`src/rtl/insn_fetch.sv`:
```
// Instruction fetch stage: drives the synchronous ROM address, tags returned words
// with their PC and queues them in a 2-entry buffer feeding decode.
module insn_fetch #(
    parameter int unsigned MEM_DEPTH = 256,
    parameter logic [31:0] RESET_PC  = 32'h0000_0000,
    localparam int         AW        = $clog2(MEM_DEPTH)
) (
    input  logic          clk_i,
    input  logic          rst_ni,
    output logic [AW+1:2] rom_addr_o,
    input  logic [31:0]   rom_rdata_i,
    input  logic          redirect_valid_i,
    input  logic [31:0]   redirect_pc_i,
    output logic          insn_valid_o,
    input  logic          insn_ready_i,
    output logic [31:0]   insn_o,
    output logic [31:0]   insn_pc_o
);

    typedef struct packed {
        logic [31:0] insn;
        logic [31:0] pc;
    } entry_t;

    logic [31:0] req_pc_q, req_pc_d;
    logic        resp_valid_q, resp_valid_d;
    logic [31:0] resp_pc_q, resp_pc_d;
    logic [1:0]  cnt_q, cnt_d;
    entry_t      ent_q [2];
    entry_t      ent_d [2];

    logic        pop, push, issue;
    logic [2:0]  occ;
    entry_t      new_ent;

    // Low target bits are ignored; the name keeps lint quiet about them.
    logic        unused_pc_lo;
    assign unused_pc_lo = ^redirect_pc_i[1:0];

    assign pop     = (cnt_q != 2'd0) & insn_ready_i;
    assign push    = resp_valid_q & ~redirect_valid_i;
    // Entries held plus the one in flight, after this cycle's pop, must leave room.
    assign occ     = 3'(cnt_q) + 3'(resp_valid_q) - 3'(pop);
    assign issue   = (occ < 3'd2);
    assign new_ent = '{insn: rom_rdata_i, pc: resp_pc_q};

    always_comb begin
        req_pc_d     = req_pc_q;
        resp_valid_d = 1'b0;
        resp_pc_d    = resp_pc_q;
        cnt_d        = cnt_q;
        ent_d[0]     = ent_q[0];
        ent_d[1]     = ent_q[1];
        if (redirect_valid_i) begin
            req_pc_d = {redirect_pc_i[31:2], 2'b00};
            cnt_d    = 2'd0;
        end else begin
            if (issue) begin
                req_pc_d     = req_pc_q + 32'd4;
                resp_valid_d = 1'b1;
                resp_pc_d    = req_pc_q;
            end
            // Slot 0 is always the head; a pop shifts slot 1 down.
            case ({push, pop})
                2'b10: begin
                    ent_d[cnt_q[0]] = new_ent;
                    cnt_d           = cnt_q + 2'd1;
                end
                2'b01: begin
                    ent_d[0] = ent_q[1];
                    cnt_d    = cnt_q - 2'd1;
                end
                2'b11: begin
                    if (cnt_q == 2'd1) begin
                        ent_d[0] = new_ent;
                    end else begin
                        ent_d[0] = ent_q[1];
                        ent_d[1] = new_ent;
                    end
                end
                default: ;
            endcase
        end
    end

    always_ff @(posedge clk_i or negedge rst_ni) begin
        if (!rst_ni) begin
            req_pc_q     <= RESET_PC;
            resp_valid_q <= 1'b0;
            resp_pc_q    <= 32'd0;
            cnt_q        <= 2'd0;
            ent_q[0]     <= '0;
            ent_q[1]     <= '0;
        end else begin
            req_pc_q     <= req_pc_d;
            resp_valid_q <= resp_valid_d;
            resp_pc_q    <= resp_pc_d;
            cnt_q        <= cnt_d;
            ent_q[0]     <= ent_d[0];
            ent_q[1]     <= ent_d[1];
        end
    end

    assign rom_addr_o   = req_pc_q[AW+1:2];
    assign insn_valid_o = (cnt_q != 2'd0);
    assign insn_o       = ent_q[0].insn;
    assign insn_pc_o    = ent_q[0].pc;

endmodule

```
`config.mk`:
```
export PLATFORM = sky130hd
export DESIGN_NAME = insn_fetch
export DESIGN_NICKNAME = d
export VERILOG_FILES = /design/src/rtl/insn_fetch.sv
export SDC_FILE = /design/constraint.sdc
export NUM_CORES = 1
export LEC_CHECK = 0
export ABC_AREA = 1
export ABC_CLOCK_PERIOD_IN_PS = 4200
export CAP_MARGIN = 20
export CELL_PAD_IN_SITES_DETAIL_PLACEMENT = 1
export CELL_PAD_IN_SITES_GLOBAL_PLACEMENT = 1
export CORE_ASPECT_RATIO = 2
export CORE_UTILIZATION = 28
export CTS_CLUSTER_SIZE = 14
export DETAILED_ROUTE_END_ITERATION = 8
export HOLD_SLACK_MARGIN = 0.03
export PLACE_DENSITY_LB_ADDON = 0.05
export SLEW_MARGIN = 10
export SYNTH_ARGS = -nofsm -noshare
export SYNTH_HDL_FRONTEND = slang
export SYNTH_SLANG_ARGS = --single-unit
```
`constraint.sdc`:
```
create_clock -name clk_i -period 4.2 [get_ports clk_i]
set_input_delay 0.84 -clock clk_i [delete_from_list [all_inputs] [get_ports clk_i]]
set_output_delay 0.84 -clock clk_i [all_outputs]
set_load 0.01 [all_outputs]
```
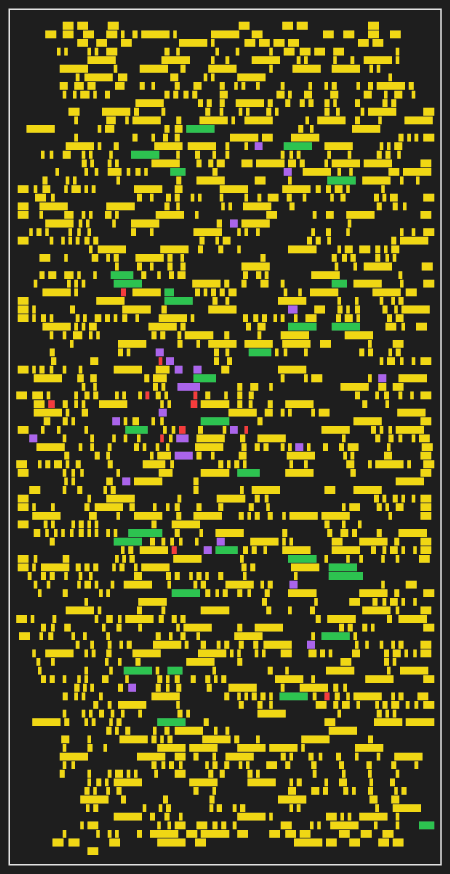
run_1/sizing.png
- green: x6 and larger (cells 30)
- yellow: x1 and smaller (cells 1284)
- red: x2 (cells 11)
- purple: x3 and x4 (cells 23)

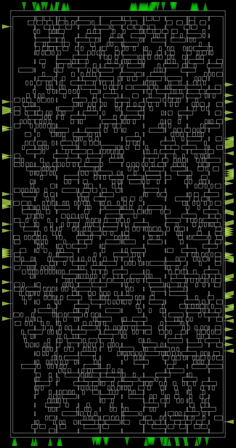
run_1/placed.png
core footprint: 35200 um^2
number of standard cells in the final layout excluding fillers: 1793

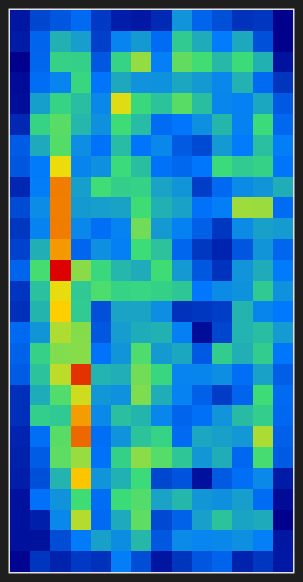
run_1/route_heat.png
14 x 27 tiles, from dark blue (low) to red (high), scaled to the fullest tile. Values are wire area over tile area, all layers added.
- densest ninth of the die: left middle
- fullest tile: 0.40
- nearly empty tiles: 1.3%
- mean over tiles: 0.13
- tiles over half the peak: 14%

==> impl_metrics.py, run 1 <==
# Generated from Yosys and OpenROAD reports
metrics = {
    "status": {
        "status": "finished, final reports clean",
    },
    "worst_setup_path": {
        "regToRegStartpoint": "cnt_q[0]",
        "timing.critical_path.cells": "inv_2 -> buf_4 -> ha_1 -> nor2_1 -> fa_1 -> inv_1 -> nand4_1 -> inv_1 -> buf_4 -> nand4_1 -> nand2_1",
        "worst-r2r-cell-count": 11,
        "critical-path-max-stage-delay_ns": 0.56,
        "crit_fanout": 52,
        "critical_path_required_ns": 4.58,
        "regToRegEndpoint": "req_pc_q[23]",
        "cp.depth": 11,
        "r2r_setup_slk_ns": 1.05,
        "setup.worst_path.start_class": "register",
        "critical_path.n_buffers_inverters": 5,
        "worstSetupStartpoint": "cnt_q[0]",
        "critical-path-top-delay-family": "buffers and inverters",
        "endpoint": "req_pc_q[23]",
    },
    "power_and_ir_drop": {
        "combinationalPower_uw": 3490,
        "p_leak_uw": 0.00540,
        "sequentialPower_uw": 3190,
        "pwr_density_cell_nw_per_um2": 699,
        "worst_ir_drop_vdd_mv": 0.355,
        "combinationalPowerShare": 0.419,
        "total_design_power_uw": 8340,
        "power_clock_uw": 1660,
        "intPower_uw": 4930,
        "dominant_power_group": "combinational logic",
        "seq_power_share": 0.383,
    },
    "logic_synthesis": {
        "yosys.area_share.simple": 0.239,
        "synth_area_leader_cell": "dfrtp_1",
        "synth.top_cells.by_area": "dfrtp_1 47%, nand2_1 12%, nand3_1 7.2%, buf_4 5.4%, inv_1 5.1%",
        "number_of_enable_flip_flop_cells": 0,
        "post_synth_mux_area_share": 0,
        "synth.ff_latch_count": 188,
        "yosys-dominant-comb-family": "simple AND/OR/NAND/NOR gates",
        "netlist_instances": 1304,
        "synth_async_sr_flop_share": 1.00,
        "adder_share": 0.00820,
        "mappedNetlistArea_um2": 10100,
        "yosysTopAreaCellShare": 0.467,
        "synthTopCellsByCount": "332 x nand2_1, 188 x dfrtp_1, 144 x nand3_1",
        "synth-xor-area-share": 0.00696,
    },
    "sta": {
        "final-max-slew-violation-count": 0,
        "max_slew_margin": 0.408,
        "fin_ws_ns": 1.05,
        "achievable-frequency_ghz": 0.317,
        "setup-tns-final_ns": 0,
        "min_period_ns": 3.15,
        "min_period_over_period": 0.750,
        "hold_viol": 0,
        "timing_worst_slew_pin_value_ns": 0.888,
        "setup_viol_count_final": 0,
    },
    "global_routing": {
        "grt_most_used_layer": "met2",
        "pin_count_of_the_biggest_net_entering_global_routing": 99,
        "grt_pass1_vias": 8846,
        "grt_util_all_layers": 0.180,
        "grt_antenna_before_repair": 0,
        "grt-ovfl-total": 0,
        "grt_pass1_wl_mm": 50.2,
        "global_route.usage.met1": 0.207,
        "globalRouteMet2Util": 0.329,
    },
    "cells_and_area": {
        "layout.cells.most_common_list": "330 x nand2_1, 188 x dfrtp_1, 144 x nand3_1",
        "seq_area_frac": 0.394,
        "logic_area_um2": 3930,
        "layout.clock_buffers": 21,
        "num-fill-cells": 4264,
        "area.share.combinational": 0.329,
        "non_clock_buffer_count": 160,
        "area_growth_pct": 18.5,
        "num-multi-input-gates": 828,
        "buffer_area_frac": 0.136,
        "antenna_cells_inserted": 0,
        "layout.cells.most_common": "nand2_1",
        "final-seq-area_um2": 4700,
        "postLayoutCoreUtil": 0.339,
        "ratio_of_cells_with_drive_above_1_in_the_final_layout": 0.0475,
        "number_of_flip_flops_and_latches": 188,
        "largest_cell_class": "registers",
    },
    "floorplanning": {
        "design.die.area_um2": 36800,
        "io-pin-count": 141,
        "dieWidth_um": 136,
        "die.size.y_um": 270,
        "tapcell.inserted": 445,
        "core_util_floorplan": 0.286,
        "core.rowCount": 97,
    },
    "placement": {
        "detailedPlace.worstSlack_ns": 0.573,
        "placedCellCount": 1762,
        "detailed_place_hpwl_mm": 21.4,
        "gp_congestion": 0.792,
    },
    "clock_network": {
        "clock_latency_ns": 0.45,
        "post_cts_resized": 0,
        "clock-root-buffer": "clkbuf_16",
        "post_cts.repair.setup_buffers": 0,
        "cts_tree": "done",
        "clk_transition_reported_paths_ns": 0.07,
    },
    "routing": {
        "post-route-drc-count": 0,
        "post_drt_wl_per_cell_um": 17.4,
        "antenna_violating_nets_post_route": 0,
        "vias": 8526,
        "route.final.wire_length_mm": 31.3,
        "drtIter0Drc": 304,
    },
    "run": {
        "openroad.warnings": 30,
    },
}
run_1/ff_map.png
The bar under the picture is 50 um long. Other sequential cells in the stronger grey, the rest of the logic in the fainter grey.
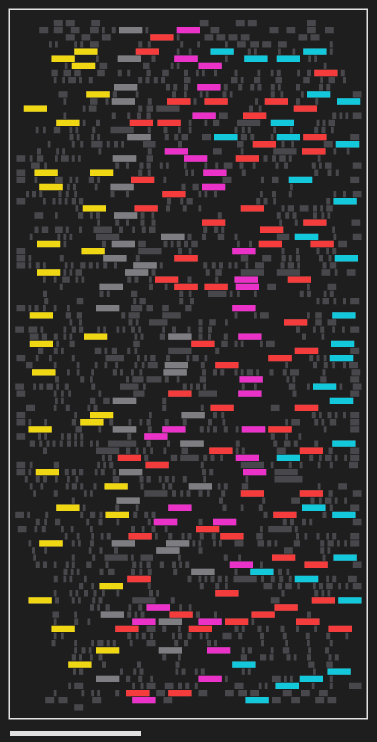

## Run 2: what changed since run 1
ABC_CLOCK_PERIOD_IN_PS = 3150   (was 4200)
clock period = 3.15 ns   (was 4.2 ns; I/O delays follow)
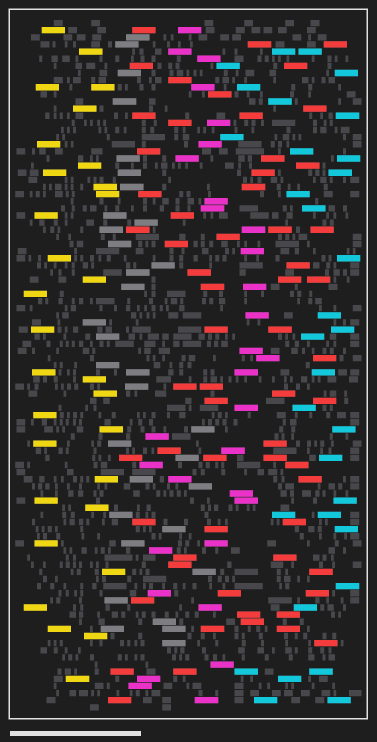
run_2/ff_map.png
The bar under the picture is 50 um long. Other sequential cells in the stronger grey, the rest of the logic in the fainter grey.
- yellow: `req_pc_q` (flops 30; where a vertical strip on the left)
- cyan: `insn_o` (flops 32)
- magenta: `insn_pc_o` (flops 31)
- red: `ent_q` (flops 62)
- not coloured: 33

==> impl_metrics.py, run 2 <==
# Generated from Yosys and OpenROAD reports
metrics = {
    "status": {
        "status": "finished, final reports clean",
    },
    "sta": {
        "fin_ws_ns": 0.342,
        "setup-tns-final_ns": 0,
        "hold_viol": 0,
        "achievable-frequency_ghz": 0.356,
        "setup_viol_count_final": 0,
        "timing_worst_slew_pin_value_ns": 0.850,
        "final-max-slew-violation-count": 0,
    },
    "cells_and_area": {
        "logic_area_um2": 3930,
        "antenna_cells_inserted": 0,
        "area.share.combinational": 0.323,
        "largest_cell_class": "registers",
        "area_growth_pct": 20.6,
        "ratio_of_cells_with_drive_above_1_in_the_final_layout": 0.0593,
        "layout.clock_buffers": 20,
        "layout.cells.most_common_list": "330 x nand2_1, 188 x dfrtp_1, 144 x nand3_1",
        "buffer_area_frac": 0.151,
        "layoutNonFillerInstCount": 1810,
        "final-seq-area_um2": 4700,
        "non_clock_buffer_count": 177,
        "layout.cells.most_common": "nand2_1",
    },
    "clock_network": {
        "clock_latency_ns": 0.45,
        "clk_transition_reported_paths_ns": 0.07,
        "post_cts_resized": 0,
        "post_cts.repair.setup_buffers": 0,
        "clock-root-buffer": "clkbuf_16",
        "cts_tree": "done",
    },
    "logic_synthesis": {
        "synth_async_sr_flop_share": 1.00,
        "number_of_enable_flip_flop_cells": 0,
        "yosys-dominant-comb-family": "simple AND/OR/NAND/NOR gates",
        "yosys.area_share.simple": 0.239,
        "synthTopCellsByCount": "332 x nand2_1, 188 x dfrtp_1, 144 x nand3_1",
        "mappedNetlistArea_um2": 10100,
        "synth_area_leader_cell": "dfrtp_1",
        "adder_share": 0.00820,
        "yosysTopAreaCellShare": 0.467,
        "synth.ff_latch_count": 188,
        "netlist_instances": 1304,
        "synth-xor-area-share": 0.00696,
    },
    "routing": {
        "post-route-drc-count": 0,
        "vias": 8650,
        "drtIter0Drc": 271,
        "antenna_violating_nets_post_route": 0,
        "post_drt_wl_per_cell_um": 17.8,
        "route.final.wire_length_mm": 32.3,
    },
    "placement": {
        "placedCellCount": 1779,
        "detailedPlace.worstSlack_ns": 0.00906,
        "detailed_place_hpwl_mm": 21.9,
        "gp_congestion": 0.773,
    },
    "power_and_ir_drop": {
        "combinationalPowerShare": 0.425,
        "power_clock_uw": 2300,
        "worst_ir_drop_vdd_mv": 0.648,
        "total_design_power_uw": 11400,
        "dominant_power_group": "combinational logic",
        "combinationalPower_uw": 4840,
        "seq_power_share": 0.374,
        "intPower_uw": 6780,
        "pwr_density_cell_nw_per_um2": 938,
    },
    "floorplanning": {
        "core.rowCount": 97,
        "design.die.area_um2": 36800,
        "core-area_um2": 35200,
        "io-pin-count": 141,
    },
    "worst_setup_path": {
        "worst-r2r-cell-count": 14,
        "critical-path-top-delay-family": "adder cells",
        "timing_worst_setup_path_type": "reg -> reg",
        "r2r_setup_slk_ns": 0.34,
        "critical-path-max-stage-delay_ns": 0.43,
        "cp.depth": 14,
        "timing.critical_path.cells": "inv_1 -> ha_1 -> inv_1 -> nand2_2 -> inv_1 -> ha_1 -> nor2_1 -> fa_1 -> inv_1 -> nand4_1 -> buf_12 -> nor2_1 -> nand3_1 -> nand3_1",
        "critical_path.n_buffers_inverters": 5,
        "critical_path_required_ns": 3.53,
        "worstSetupStartpoint": "cnt_q[1]",
    },
    "global_routing": {
        "grt_antenna_before_repair": 0,
        "globalRouteMet2Util": 0.345,
        "grt-ovfl-total": 0,
        "pin_count_of_the_biggest_net_entering_global_routing": 69,
        "grt_util_all_layers": 0.186,
        "grt_pass1_vias": 9229,
        "grt_pass1_wl_mm": 52.0,
        "grt_most_used_layer": "met2",
    },
    "run": {
        "openroad.warnings": 30,
    },
}
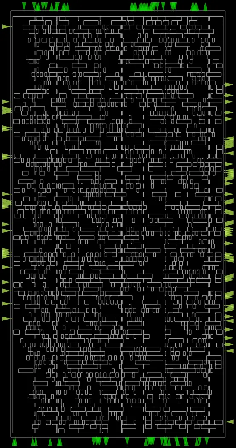
run_2/placed.png
number of flip-flops and latches: 188
count of inserted tapcells: 445
Seq/total area: 0.387

